### src/rtl/seg7_pkg.sv
// rtl/seg7_pkg.sv - seven-segment glyph constants and segment bit order
package seg7_pkg;

    // Segment bit positions within the {g,f,e,d,c,b,a} glyph word
    localparam int SEG_A = 0;
    localparam int SEG_B = 1;
    localparam int SEG_C = 2;
    localparam int SEG_D = 3;
    localparam int SEG_E = 4;
    localparam int SEG_F = 5;
    localparam int SEG_G = 6;

    localparam logic [6:0] SEG_0     = 7'h3F;
    localparam logic [6:0] SEG_1     = 7'h06;
    localparam logic [6:0] SEG_2     = 7'h5B;
    localparam logic [6:0] SEG_3     = 7'h4F;
    localparam logic [6:0] SEG_4     = 7'h66;
    localparam logic [6:0] SEG_5     = 7'h6D;
    localparam logic [6:0] SEG_6     = 7'h7D;
    localparam logic [6:0] SEG_7     = 7'h07;
    localparam logic [6:0] SEG_8     = 7'h7F;
    localparam logic [6:0] SEG_9     = 7'h6F;
    localparam logic [6:0] SEG_LOCK  = 7'h38;
    localparam logic [6:0] SEG_BLANK = 7'h00;

    localparam logic [3:0] CODE_LOCK = 4'hA;

endpackage

### src/rtl/seg7_decode.sv
// rtl/seg7_decode.sv - 4-bit code to active-high {g,f,e,d,c,b,a} glyph
module seg7_decode
    import seg7_pkg::*;
(
    input  logic [3:0] code,
    output logic [6:0] glyph
);

    always_comb begin
        glyph = SEG_BLANK;
        case (code)
            4'd0:      glyph = SEG_0;
            4'd1:      glyph = SEG_1;
            4'd2:      glyph = SEG_2;
            4'd3:      glyph = SEG_3;
            4'd4:      glyph = SEG_4;
            4'd5:      glyph = SEG_5;
            4'd6:      glyph = SEG_6;
            4'd7:      glyph = SEG_7;
            4'd8:      glyph = SEG_8;
            4'd9:      glyph = SEG_9;
            CODE_LOCK: glyph = SEG_LOCK;
            default:   glyph = SEG_BLANK;
        endcase
    end

endmodule

### src/rtl/led7seg_scan.sv
// rtl/led7seg_scan.sv - N-digit multiplexed seven-segment scanner
// Optional leading-zero blanking enabled by defining SEG7_LZB_EN.
module led7seg_scan
    import seg7_pkg::*;
#(
    parameter int N_DIGITS     = 4,
    parameter int PRESCALE     = 1000,
    parameter int COMMON_ANODE = 0
) (
    input  logic                    clk,
    input  logic                    rst_n,
    input  logic                    enable,
    input  logic                    load,
    input  logic [4*N_DIGITS-1:0]   bcd_in,
    input  logic [N_DIGITS-1:0]     dp_in,
    output logic [6:0]              seg,
    output logic                    dp,
    output logic [N_DIGITS-1:0]     dig,
    output logic                    frame_tick
);

    localparam int CNT_W = $clog2(PRESCALE);
    localparam int IDX_W = (N_DIGITS > 1) ? $clog2(N_DIGITS) : 1;
    localparam logic POL = (COMMON_ANODE != 0);
    localparam logic [CNT_W-1:0] CNT_LAST = CNT_W'(PRESCALE - 1);
    localparam logic [IDX_W-1:0] IDX_LAST = IDX_W'(N_DIGITS - 1);

    logic [4*N_DIGITS-1:0] bcd_q;
    logic [N_DIGITS-1:0]   dp_q;
    logic [CNT_W-1:0]      cnt;
    logic [IDX_W-1:0]      idx;
    logic                  wrapped;
    logic [3:0]            nibble;
    logic                  dp_sel;
    logic [6:0]            glyph;
    logic [6:0]            seg_l;
    logic [N_DIGITS-1:0]   dig_l;
    logic                  guard;

    always_ff @(posedge clk or negedge rst_n) begin
        if (!rst_n) begin
            bcd_q <= '0;
            dp_q  <= '0;
        end else if (load) begin
            bcd_q <= bcd_in;
            dp_q  <= dp_in;
        end
    end

    // wrapped marks the cycle right after idx rolls over, so frame_tick
    // never fires on the first guard after reset or enable rise.
    always_ff @(posedge clk or negedge rst_n) begin
        if (!rst_n) begin
            cnt     <= '0;
            idx     <= '0;
            wrapped <= 1'b0;
        end else if (!enable) begin
            cnt     <= '0;
            idx     <= '0;
            wrapped <= 1'b0;
        end else if (cnt == CNT_LAST) begin
            cnt     <= '0;
            idx     <= (idx == IDX_LAST) ? '0 : idx + 1'b1;
            wrapped <= (idx == IDX_LAST);
        end else begin
            cnt     <= cnt + 1'b1;
            wrapped <= 1'b0;
        end
    end

    always_comb begin
        nibble = 4'h0;
        dp_sel = 1'b0;
        for (int i = 0; i < N_DIGITS; i++) begin
            if (idx == IDX_W'(i)) begin
                nibble = bcd_q[4*i +: 4];
                dp_sel = dp_q[i];
            end
        end
    end

    seg7_decode u_decode (
        .code  (nibble),
        .glyph (glyph)
    );

`ifdef SEG7_LZB_EN
    logic blank;

    // Blank when every code at or above this digit is zero; digit 0 always shows.
    always_comb begin
        blank = (idx != '0);
        for (int i = 0; i < N_DIGITS; i++) begin
            if (i >= int'(idx) && bcd_q[4*i +: 4] != 4'h0) begin
                blank = 1'b0;
            end
        end
    end

    assign seg_l = blank ? SEG_BLANK : glyph;
`else
    assign seg_l = glyph;
`endif

    always_comb begin
        dig_l = N_DIGITS'(1) << idx;
        guard = (cnt == '0);
    end

    always_ff @(posedge clk or negedge rst_n) begin
        if (!rst_n) begin
            seg        <= {7{POL}};
            dp         <= POL;
            dig        <= {N_DIGITS{~POL}};
            frame_tick <= 1'b0;
        end else begin
            frame_tick <= enable & guard & wrapped;
            if (!enable || guard) begin
                seg <= {7{POL}};
                dp  <= POL;
                dig <= {N_DIGITS{~POL}};
            end else begin
                seg <= seg_l ^ {7{POL}};
                dp  <= dp_sel ^ POL;
                dig <= dig_l ^ {N_DIGITS{~POL}};
            end
        end
    end

endmodule

### config.mk
export PLATFORM = sky130hd
export DESIGN_NAME = led7seg_scan
export DESIGN_NICKNAME = d
export VERILOG_FILES = /design/src/rtl/seg7_pkg.sv /design/src/rtl/seg7_decode.sv /design/src/rtl/led7seg_scan.sv
export SDC_FILE = /design/constraint.sdc
export NUM_CORES = 1
export LEC_CHECK = 0
export CAP_MARGIN = 10
export CORE_AREA = 5 5 72 74
export CTS_CLUSTER_DIAMETER = 120
export DETAILED_ROUTE_END_ITERATION = 16
export DIE_AREA = 0 0 77 79
export GPL_TIMING_DRIVEN = 0
export PLACE_DENSITY = 0.77
export SYNTH_ARGS = -nofsm -noshare
export SYNTH_HDL_FRONTEND = slang
export SYNTH_HIERARCHICAL = 1
export SYNTH_SLANG_ARGS = --single-unit
export TNS_END_PERCENT = 100
### constraint.sdc
create_clock -name clk -period 3.2 [get_ports clk]
set_input_delay 0.48 -clock clk [delete_from_list [all_inputs] [get_ports clk]]
set_output_delay 0.48 -clock clk [all_outputs]
set_load 0.05 [all_outputs]
Fig. 1: wire density map
15 x 16 tiles, from white (low) to dark blue (high), scaled to the fullest tile. Values are wire area over tile area, all layers added.
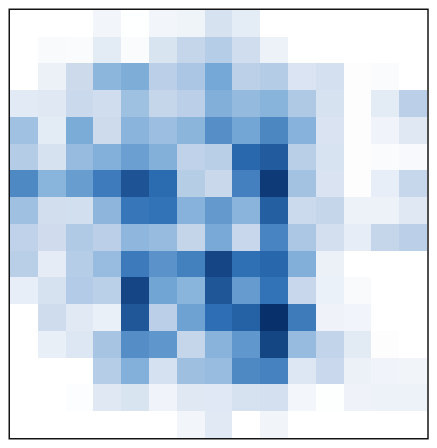
- densest ninth of the die: middle
- nearly empty tiles: 22%
- tiles over half the peak: 18%
- mean over tiles: 0.11
total via count after detailed routing: 1637
global router's overall resource usage: 14.70%
detailed-route wire length per cell: 13.84 um
total wirelength of the detailed-routed design: 4235 um

Fig. 2: gate families picked out
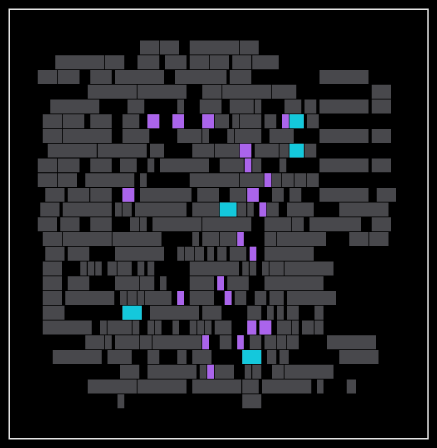
- cyan: non-inverting ao/oa cells (cells 5)
- purple: nor cells (cells 20)
most used logic cell in the final layout: sky130_fd_sc_hd__dfrtp_1
count of non-filler cells in the finished layout: 306

Fig. 3: clock nets
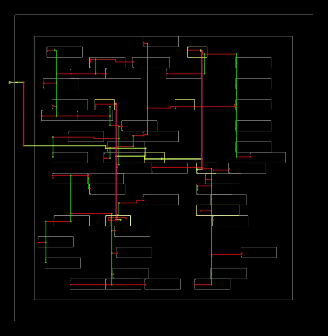
flip-flops: 46
clk latency late pin: 0.30 ns

==> impl_metrics.csv <==
group,metric,value,unit
worst_setup_path,r2r_setup_slack,0.35,ns
logic_synthesis,synth_cell_type_count,45,
logic_synthesis,avgSynthCellArea,10.89,sq um
clock_tree,worst_setup_hold_path_clk_slew,0.09,ns
timing,finalClockSkew,0.01186,ns
power_and_ir_drop,lkg_pwr,0.001194,uW
status,status,"finished, final reports clean",
floorplanning,die_area,0.006083,sq mm
routing,viasPerCell,5.350,
floorplanning,pin_count,37,
floorplanning,core_area,0.004536,sq mm
job,max-cap-violations,0,
routing,ant_nets,0,
floorplanning,initial_utilization,49.93,%
logic_synthesis,synth.yosys.seq_area_share,51.05,%
worst_setup_path,crit_path_start,"idx[1]$_DFFE_PN0P_",
timing,setup-tns-final,0,ns
power_and_ir_drop,vdd_ir_drop_max,251.4,uV
layout,post_route_cells_drive_above_1_share,15.48,%
layout,antenna_cells,0,
worst_setup_path,rr_worst_depth,12,
layout,final-seq-area,0.001156,sq mm
worst_setup_path,worst_setup_path_end_kind,"register",
power_and_ir_drop,power-per-cell-area,476.9,mW/mm^2
timing,grt_setup_unrepaired,"false",
clock_tree,cts_buf_count,5,
logic_synthesis,yosys_cells,208,
worst_setup_path,critPathCapture,"seg[4]$_DFF_PN0_",
grt,sum_of_overflow_across_all_layers_after_global_routing,0,
worst_setup_path,required,3.40,ns
place,globalplace.congestion,0.8283,
worst_setup_path,cp_max_fo,9,
routing,drt_iter0_markers,146,
layout,nets,287,
logic_synthesis,synthesis.nets,244,
grt,grt_max_degree,36,
timing,report.final.slew_viol_count,0,
worst_setup_path,critPathMaxStageDelay,0.58,ns
timing,final_min_period_over_clock_period,88.95,%
routing,drt_pre_antenna_iters,4,
timing,report.final.hold_viol_count,0,
worst_hold_path,min-delay-path-class,"in -> async",
timing,finalCriticalPeriod,2.846,ns
logic_synthesis,yosys.stat.chipArea,0.002265,sq mm
worst_setup_path,critical_path_arrival,3.04,ns
logic_synthesis,numSynthFlops,46,
floorplanning,placement_rows,25,
job,warnings,35,
logic_synthesis,syn_area,0.002265,sq mm
place,dp_hpwl,3154,um
clock_tree,htreeDepth,2,
timing,hold_slack,0.04702,ns
timing,max_freq,0.3513,GHz
logic_synthesis,synth-main-ff-cell,"sky130_fd_sc_hd__dfrtp_1",
layout,final_layout_top_logic_cells,"sky130_fd_sc_hd__dfrtp_1, sky130_fd_sc_hd__clkdlybuf4s50_1, sky130_fd_sc_hd__nand2_1",
timing,final-setup-viol-count,0,
worst_setup_path,setup.worst_path.start_class,"register",
logic_synthesis,synthesis.instances,208,
routing,drcViolationCount,0,
clock_tree,cts_tree,"built",
clock_tree,tritoncts_sinks,46,
logic_synthesis,number_of_enable_type_register_cells_in_the_synthesized_netlist,0,
worst_setup_path,critical_path.reg2reg.endpoint,"seg[4]$_DFF_PN0_",
timing,maxSlewHeadroom,53.01,%
logic_synthesis,synth_async_sr_flop_share,100.0,%
clock_tree,hold_fix_buffers_at_cts,0,
layout,logic_area,0.001017,sq mm
timing,tightest_slew,0.6989,ns
worst_setup_path,cp_cell_sequence,"inv_1 -> ha_1 -> clkbuf_1 -> nor2b_1 -> a221oi_1 -> o31ai_2 -> inv_1 -> ha_1 -> nor2b_1 -> a21oi_1 -> o22ai_1 -> and2_1",
layout,fillerInstances,376,
worst_setup_path,crit_path_top_delay_cell,"sky130_fd_sc_hd__o31ai_2",
clock_tree,clock_path_buffers,2,
layout,areaGrowthSynthToFinish,24.47,%
worst_setup_path,path_class,"reg -> reg",
grt,grt_antenna_before_repair,0,
logic_synthesis,yosysWarningCount,6,
grt,grt_pass1_wl,7265,um
clock_tree,cts_root_buffer,"sky130_fd_sc_hd__clkbuf_8",
grt,grt_pass1_vias,1637,
Fig. 4: layout detail
Bar = 5 um. Region (28, 45) to (48, 65) um. Cells in grey, sequential cells in the stronger grey; small squares are vias.
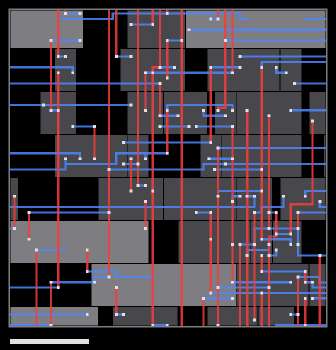
- red: M2
- blue: M1
- sequential cells in the window: 4
- netlist names of flops here include: bcd_q (4)
- most frequent: dfrtp_1 (4), ha_1 (4)
- cells with their middle in the window: 27

Fig. 5: I/O pins on the die edge
Bar = 20 um. Pins as bars across the die edge, other pins in grey.
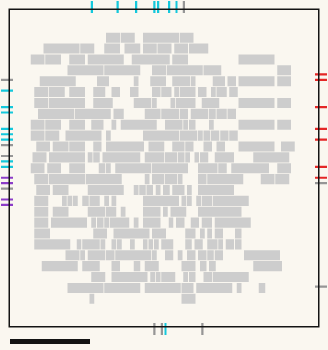
- cyan: bcd_in (pins 16; direction input; edge 8 left, 7 top, 1 bottom)
- red: seg (pins 7; direction output; edge right)
- purple: dp_in (pins 4; direction input; edge left)
- all pins by edge: 16 left, 9 right, 8 top, 4 bottom
floorplan die width: 77 um
number of buffers added on ports: 35
Chip Height: 79 um

==> sequential cells by signal (all words and copies together), names as in the netlist <==
signal,count
cnt,10
dp,1
dig,4
dp_q,4
frame_tick,1
bcd_q,16
idx,2
wrapped,1
seg,7
==> area by class of cell <==
| type | count | share of cell area, % |
|---|---|---|
| inverter | 14 | 1.864 |
| multi-input combinational | 139 | 36.09 |
| sequential | 46 | 41.01 |
| tap | 54 | 2.397 |
| clock inverter | 1 | 1.065 |
| buffer | 9 | 1.553 |
| clock buffer | 7 | 3.063 |
| timing repair buffer | 36 | 12.96 |
==> through the flow <==
stage          setup slack (ns)  area, sq um  power [uW]  instances  util (%)
2_1_floorplan            0.5889         2265       816.8        208         -
3_3_place_gp             0.1880         2683       902.2        297     59.14
3_5_place_dp            0.09652         2698       911.1        298     59.48
4_1_cts                 0.03869         2814        1359        306     62.04
5_1_grt                  0.1452         2819        1410        306     62.15
6_report                 0.3537         2819        1344        306     62.15
==> routing by layer <==
metal | global-route usage, % | routed length, um | vias to the layer above
li1 | - | - | 810
met1 | 18.64 | 1978 | 783
met2 | 24.79 | 1975 | 36
met3 | 2.608 | 203 | 8
met4 | 6.186 | 76 | 0
met5 | 0 | 0 | -
==> synth_stat cells (3+ instances only) <==
master	n	area, sq um
sky130_fd_sc_hd__ha_1	12	150.1
sky130_fd_sc_hd__and2_1	8	50.05
sky130_fd_sc_hd__a221oi_1	3	26.28
sky130_fd_sc_hd__inv_1	14	52.55
sky130_fd_sc_hd__dfstp_2	4	105.1
sky130_fd_sc_hd__nor2b_1	6	37.54
sky130_fd_sc_hd__dfrtp_1	42	1051
sky130_fd_sc_hd__nor2_1	12	45.04
sky130_fd_sc_hd__mux2_2	18	202.7
sky130_fd_sc_hd__nand4_1	3	18.77
sky130_fd_sc_hd__o22ai_1	5	31.28
sky130_fd_sc_hd__or3_1	4	25.02
sky130_fd_sc_hd__o21ai_0	6	30.03
sky130_fd_sc_hd__a21oi_1	7	35.03
sky130_fd_sc_hd__nand2_1	20	75.07
sky130_fd_sc_hd__o31ai_1	4	30.03
sky130_fd_sc_hd__clkbuf_1	4	15.01
==> worst max-delay path, delay by kind of cell (launching register included) <==
kind                       cells  cell delay, ns
AOI/OAI and AO/OA              4            0.95
and+or+nand+nor                3            0.51
buffers and inverters          3            0.49
DFF                            1            0.39
adders and majority gates      2            0.39
==> power breakdown <==
part,switching [uW],internal [uW]
clock network,191,255
registers,22.8,625
logic,136,115
total,350,994
==> repair_timing <==
action	in CTS	in global routing
setup endpoints to repair	0	5
setup buffers	0	0
resized	0	1
==> cells by family (layout without fill, tap and decap cells) <==
| group | count (synthesis) | after routing | synth area share, % |
|---|---|---|---|
| buffers and inverters | 23 | 67 | 4.254 |
| xor gates and xnor gates | 4 | 4 | 1.547 |
| DFF | 46 | 46 | 51.05 |
| adders and majority gates | 12 | 12 | 6.630 |
| muxes | 20 | 20 | 9.834 |
| and+or+nand+nor | 64 | 64 | 14.92 |
| AOI/OAI and AO/OA | 39 | 39 | 11.77 |
No activity file was given, so power comes from the tool's default toggle rates.
